===== src/rtl/gate_arbiter.sv =====
// -----------------------------------------------------------------------------
// gate_arbiter
//   Two-lane round-robin arbiter for a single shared barrier gate. A lane that
//   is granted keeps the gate open until its vehicle passes (entry sensor),
//   leaves (request drops) or overstays (timeout -> alarm until acknowledged).
//   After every normal release the gate is held closed for CLOSE_CYC cycles.
//
// Parameters
//   TIMEOUT    cycles a granted lane may hold the gate open (>= 2)
//   CLOSE_CYC  cycles the gate stays closed after a release (>= 1)
//
// Ports
//   i_clock         single clock, rising-edge active
//   i_reset         synchronous active-high reset
//   i_req0/i_req1   lane arrival sensors (level)
//   i_entSensor     shared entry sensor, vehicle has passed the gate
//   i_alarmAck      operator acknowledge for the timeout alarm
//   o_grant0/1      lane ownership of the gate
//   o_gateOpen      gate open command
//   o_gateClose     gate close command
//   o_timeoutAlarm  granted lane overstayed TIMEOUT
//   o_prio          lane favoured on the next simultaneous request
// -----------------------------------------------------------------------------
module gate_arbiter #(
  parameter logic [7:0] TIMEOUT   = 8'd100,
  parameter logic [3:0] CLOSE_CYC = 4'd4
) (
  input  logic i_clock,
  input  logic i_reset,
  input  logic i_req0,
  input  logic i_req1,
  input  logic i_entSensor,
  input  logic i_alarmAck,
  output logic o_grant0,
  output logic o_grant1,
  output logic o_gateOpen,
  output logic o_gateClose,
  output logic o_timeoutAlarm,
  output logic o_prio
);

  typedef enum logic [1:0] {
    IDLE    = 2'd0,
    OPEN    = 2'd1,
    CLOSING = 2'd2,
    ALARM   = 2'd3
  } state_t;

  state_t     r_state;
  logic [7:0] r_timer;
  logic [3:0] r_close_cnt;
  logic       r_lane;       // lane currently (or most recently) granted
  logic       r_prio;
  logic       r_grant0;
  logic       r_grant1;
  logic       r_gate_open;
  logic       r_gate_close;
  logic       r_alarm;

  state_t     w_state_nxt;
  logic [7:0] w_timer_nxt;
  logic [3:0] w_close_nxt;
  logic       w_lane_nxt;
  logic       w_prio_nxt;
  logic       w_lane_req;
  logic       w_open_nxt;

  // Next-state, counter and round-robin pointer decisions
  always_comb begin
    w_state_nxt = r_state;
    w_timer_nxt = r_timer;
    w_close_nxt = r_close_cnt;
    w_lane_nxt  = r_lane;
    w_prio_nxt  = r_prio;
    w_lane_req  = r_lane ? i_req1 : i_req0;

    case (r_state)
      IDLE: begin
        if (i_req0 && i_req1) begin
          w_state_nxt = OPEN;
          w_lane_nxt  = r_prio;
          w_timer_nxt = 8'd0;
        end else if (i_req0) begin
          w_state_nxt = OPEN;
          w_lane_nxt  = 1'b0;
          w_timer_nxt = 8'd0;
        end else if (i_req1) begin
          w_state_nxt = OPEN;
          w_lane_nxt  = 1'b1;
          w_timer_nxt = 8'd0;
        end else begin
          w_state_nxt = IDLE;
        end
      end

      OPEN: begin
        // Vehicle passed or left beats the timeout in the same cycle.
        if (i_entSensor || !w_lane_req) begin
          w_state_nxt = CLOSING;
          w_close_nxt = 4'd0;
          w_prio_nxt  = ~r_lane;
        end else if (r_timer == (TIMEOUT - 8'd1)) begin
          w_state_nxt = ALARM;
        end else begin
          w_timer_nxt = r_timer + 8'd1;
        end
      end

      CLOSING: begin
        if (r_close_cnt == (CLOSE_CYC - 4'd1)) begin
          w_state_nxt = IDLE;
        end else begin
          w_close_nxt = r_close_cnt + 4'd1;
        end
      end

      ALARM: begin
        if (i_alarmAck) begin
          w_state_nxt = IDLE;
          w_prio_nxt  = ~r_lane;
        end else begin
          w_state_nxt = ALARM;
        end
      end

      default: begin
        w_state_nxt = IDLE;
      end
    endcase

    w_open_nxt = (w_state_nxt == OPEN);
  end

  // State, counters and registered outputs derived from the next state
  always_ff @(posedge i_clock) begin
    if (i_reset) begin
      r_state      <= IDLE;
      r_timer      <= 8'd0;
      r_close_cnt  <= 4'd0;
      r_lane       <= 1'b0;
      r_prio       <= 1'b0;
      r_grant0     <= 1'b0;
      r_grant1     <= 1'b0;
      r_gate_open  <= 1'b0;
      r_gate_close <= 1'b1;
      r_alarm      <= 1'b0;
    end else begin
      r_state      <= w_state_nxt;
      r_timer      <= w_timer_nxt;
      r_close_cnt  <= w_close_nxt;
      r_lane       <= w_lane_nxt;
      r_prio       <= w_prio_nxt;
      r_grant0     <= w_open_nxt && !w_lane_nxt;
      r_grant1     <= w_open_nxt && w_lane_nxt;
      r_gate_open  <= w_open_nxt;
      r_gate_close <= !w_open_nxt;
      r_alarm      <= (w_state_nxt == ALARM);
    end
  end

  assign o_grant0       = r_grant0;
  assign o_grant1       = r_grant1;
  assign o_gateOpen     = r_gate_open;
  assign o_gateClose    = r_gate_close;
  assign o_timeoutAlarm = r_alarm;
  assign o_prio         = r_prio;

endmodule

===== config.mk =====
export PLATFORM = sky130hd
export DESIGN_NAME = gate_arbiter
export DESIGN_NICKNAME = d
export VERILOG_FILES = /design/src/rtl/gate_arbiter.sv
export SDC_FILE = /design/constraint.sdc
export NUM_CORES = 1
export LEC_CHECK = 0
export ABC_CLOCK_PERIOD_IN_PS = 2200
export CORE_MARGIN = 2
export CORE_UTILIZATION = 53
export CTS_BUF_LIST = sky130_fd_sc_hd__clkbuf_16
export DETAILED_ROUTE_END_ITERATION = 16
export GPL_TIMING_DRIVEN = 1
export MAX_ROUTING_LAYER = met4
export PLACE_DENSITY = 0.74
export SKIP_LAST_GASP = 1
export SYNTH_ARGS = -nofsm -noshare
export SYNTH_HDL_FRONTEND = slang
export SYNTH_SLANG_ARGS = --single-unit

===== constraint.sdc =====
create_clock -name i_clock -period 2.2 [get_ports i_clock]
set_input_delay 0.22 -clock i_clock [delete_from_list [all_inputs] [get_ports i_clock]]
set_output_delay 0.22 -clock i_clock [all_outputs]
set_load 0.01 [all_outputs]

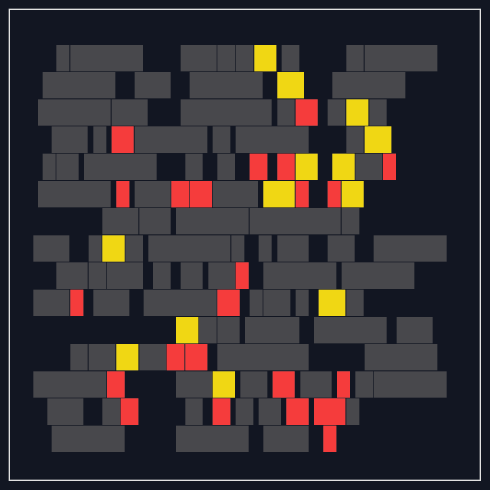
gates.png
Scale: 10 px per µm.
yellow -> and/or cells  # cells 13, most used or3_1
red -> nand cells  # cells 23, most used nand2_1

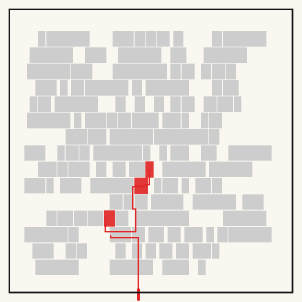
port_trees.png
Scale: 6 px per µm.
red -> i_alarmAck  # bits 1, direction input, edge bottom, end cells 3, buffers 1, wire 35.3 µm

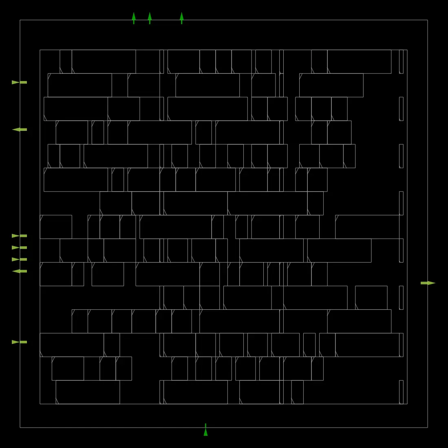
placed.png
share of the core filled with cells in the final layout: 68.4%
final cell count without fillers: 148

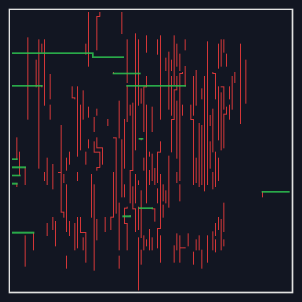
layers.png
Scale: 6 px per µm. Only two layers are drawn.
green -> M3  # wire length 53.8 µm
red -> M2  # wire length 863 µm
Total Wirelength: 1.87 mm
total via count after detailed routing: 836
Routed WL per cell: 12.6 µm

registers in the layout, summed over array words and instances, names as in the netlist:
register and cells:
r_timer 8, r_state 2, o_timeoutAlarm 1, r_lane 1, o_gateClose 1, o_prio 1
o_grant0 1, r_close_cnt 4, o_grant1 1, o_gateOpen 1
worst max-delay path, cell delays in order:
cell	delay, ns
sky130_fd_sc_hd__clkdlybuf4s50_1	0.53
sky130_fd_sc_hd__mux2i_1	0.14
sky130_fd_sc_hd__o32a_4	0.39
sky130_fd_sc_hd__or4_1	0.51
sky130_fd_sc_hd__a21oi_1	0.16
power breakdown:
group          switching, mW  internal (mW)  total (mW)
combinational         0.0800         0.0778       0.158
clock                  0.133          0.242       0.374
sequential            0.0248          0.407       0.431
total                  0.237          0.726       0.964
stage by stage:
| step | instance area, µm² | setup WS, ns | power (mW) |
|---|---|---|---|
| floorplan | 978 | 0.662 | 0.546 |
| global placement | 1100 | 0.239 | 0.593 |
| detailed placement | 1100 | 0.173 | 0.597 |
| CTS | 1180 | 0.428 | 0.969 |
| global route | 1180 | 0.261 | 1.01 |
| finish | 1180 | 0.435 | 0.964 |
logic make-up (layout without fill, tap and decap cells):
family	count (synthesis)	count (layout)	share of synthesized area, %
simple gates	48	48	27.0
xor+xnor	1	1	0.895
fa+ha+maj	2	2	2.56
buf+inv	5	17	2.94
mux	2	2	2.05
compound gates	32	32	21.6
flops	21	21	43.0
placed cells by master (no fill, tap or decap), types with 2 or more instances in the layout:
| master | n |
|---|---|
| sky130_fd_sc_hd__a21o_1 | 2 |
| sky130_fd_sc_hd__mux2i_1 | 2 |
| sky130_fd_sc_hd__nor2b_1 | 3 |
| sky130_fd_sc_hd__nand4_1 | 3 |
| sky130_fd_sc_hd__o21ai_0 | 6 |
| sky130_fd_sc_hd__clkbuf_16 | 3 |
| sky130_fd_sc_hd__a21oi_1 | 14 |
| sky130_fd_sc_hd__nand3_1 | 7 |
| sky130_fd_sc_hd__or4_1 | 3 |
| sky130_fd_sc_hd__nand2b_1 | 4 |
| sky130_fd_sc_hd__or3_1 | 4 |
| sky130_fd_sc_hd__ha_1 | 2 |
| sky130_fd_sc_hd__o31ai_1 | 2 |
| sky130_fd_sc_hd__dfxtp_1 | 21 |
| sky130_fd_sc_hd__nand2_1 | 8 |
| sky130_fd_sc_hd__or2_1 | 3 |
| sky130_fd_sc_hd__nor2_1 | 7 |
| sky130_fd_sc_hd__clkdlybuf4s50_1 | 11 |
layer usage:
metal	GRT usage (%)	share of wire (%)
met2	27.7	46
met3	5.38	2.8
met5	-	0
met1	28.0	48
met4	16.7	2.6
area by class of cell:
cell class                 count  area (µm²)
fill                         156         546
multi-input combinational     85         529
sequential                    21         420
timing repair buffer          12         118
clock buffer                   3        75.1
tap                           25        31.3
clock inverter                 1        3.75
inverter                       1        3.75
worst max path at each step:
stage          startpoint              to  slack (ns)  cells past startpoint
2_1_floorplan  r_state[0]      r_timer[6]        0.66                      5
3_3_place_gp       i_req1      r_timer[3]        0.24                      5
3_5_place_dp       i_req1      r_timer[3]        0.17                      5
4_1_cts            i_req1      r_timer[3]        0.43                      5
5_1_grt        r_state[0]  o_timeoutAlarm        0.26                      4
6_report           i_req1      r_timer[3]        0.44                      5
==> COMMIT_EDITMSG <==
Record implementation results from latest flow run

- Final critical-path share of the clock period: 80.2%
* Cell Area, Synth: 978 µm²
- In this run, the number of DRC markers left after iteration 0 of detailed routing was 16.
- Share of async-settable or async-resettable flops after synthesis: 0%
- Placeable core region: 1730 µm²
- Number of cells in the yosys synthesis report: 111
- The routed design could run at a clock period as short as 1.76 ns.
- The worst hold path begins at o_prio.
* Sequential fraction of the synthesis area: 43.0%
* Unrepaired setup endpoints after global routing: no
- Global placer's final weighted congestion: 0.799
- STA classifies the critical path startpoint as a primary input.
* Post-Synthesis Cells: 111
- Post-CTS repair changed the size of 0 cells.
* Library cell occupying the most area in the post-synthesis netlist: sky130_fd_sc_hd__dfxtp_1
- Transition at the pin with the smallest max-transition slack: 0.370 ns
- Number of remaining DRC errors: 0
* Count of cells along the worst register-to-register path: 4
* First-pass GRT wire length: 3.13 mm
- Ranked by instance count, the synthesized netlist is headed by sky130_fd_sc_hd__dfxtp_1, sky130_fd_sc_hd__a21oi_1, sky130_fd_sc_hd__nand2_1.
* Number of global-route vias before repair: 728
- Fraction of final layout cells sized beyond drive strength 1: 7.32%
- The worst register-to-register path begins at r_state[1].
* Sum of net half-perimeters after detailed placement: 1.34 mm
* Peak supply drop: 629 µV
- The initial utilization of the core area, before any placement, comes to 56.7%.
* Aggregate global-route resource usage: 21.5%
* Number of flops mapped to enable cells by yosys: 0
- On the final layout, the worst hold slack is 0.487 ns.
- For reference, the final report shows the hold violation count at 0.
- The synthesized netlist has a Yosys-reported chip area of 978 µm².
* Clock tree from TritonCTS: built
- Largest net degree at the start of global routing: 15
- The min-delay analysis places its worst path in the category reg2reg.
* Count of hold buffers inserted by post-cts repair: 0
* Endpoint, Worst Hold: o_prio
- Counting pins that exceed their max-slew limit in the final report gives 0.
* Outcome: finished, final reports clean
* Reported leakage power: 0.405 nW
* Setup crit end kind: register
- The warning tally printed by Yosys for this design is 0.
- The final layout contains 132 nets.
- Buffers inserted during clock tree synthesis total 3.
- Per the placement report, the placed cell count is 144.
* Path type of the worst setup path: in2reg
- Total gr overflow: 0
- Number of standard-cell rows in the floorplan: 15
* Area of the die: 2210 µm²
- Total number of clock tree sinks: 21
- Worst-path maximum fanout: 14
- Detailed Routing Iterations Pass 1: 4
- The endpoint identified for the worst register-to-register timing path is r_timer[3].
- Commonest flop: sky130_fd_sc_hd__dfxtp_1
- Die X-Extent: 47.0 µm
- Power per Cell Area: 816 nW/µm²
- Floorplan die height: 47.0 µm
- Nets at Floorplan: 119
* N_diodes: 0
- Distinct cell type count after synthesis: 35
- After synthesis the netlist holds a flip-flop and latch count of 21.
- Worst Path Arrival: 1.95 ns
- For the worst setup path, the data required time is 2.38 ns.
- Clock Tree Buf Depth: 2
* Antenna Violating Nets Remaining: 0
- In this run the tools logged warnings totalling 26.
* Share of Yosys cell area claimed by the top area cell type: 43.0%
* Most numerous cell in the Yosys netlist: sky130_fd_sc_hd__dfxtp_1
* H-tree level count: 1
- Number of top-level pins: 12
- Master cell of the clock root buffer: sky130_fd_sc_hd__clkbuf_16
- Port buffer count: 11
- Setup violation total in the final timing report: 0
Power and IR drop assume default switching activity.
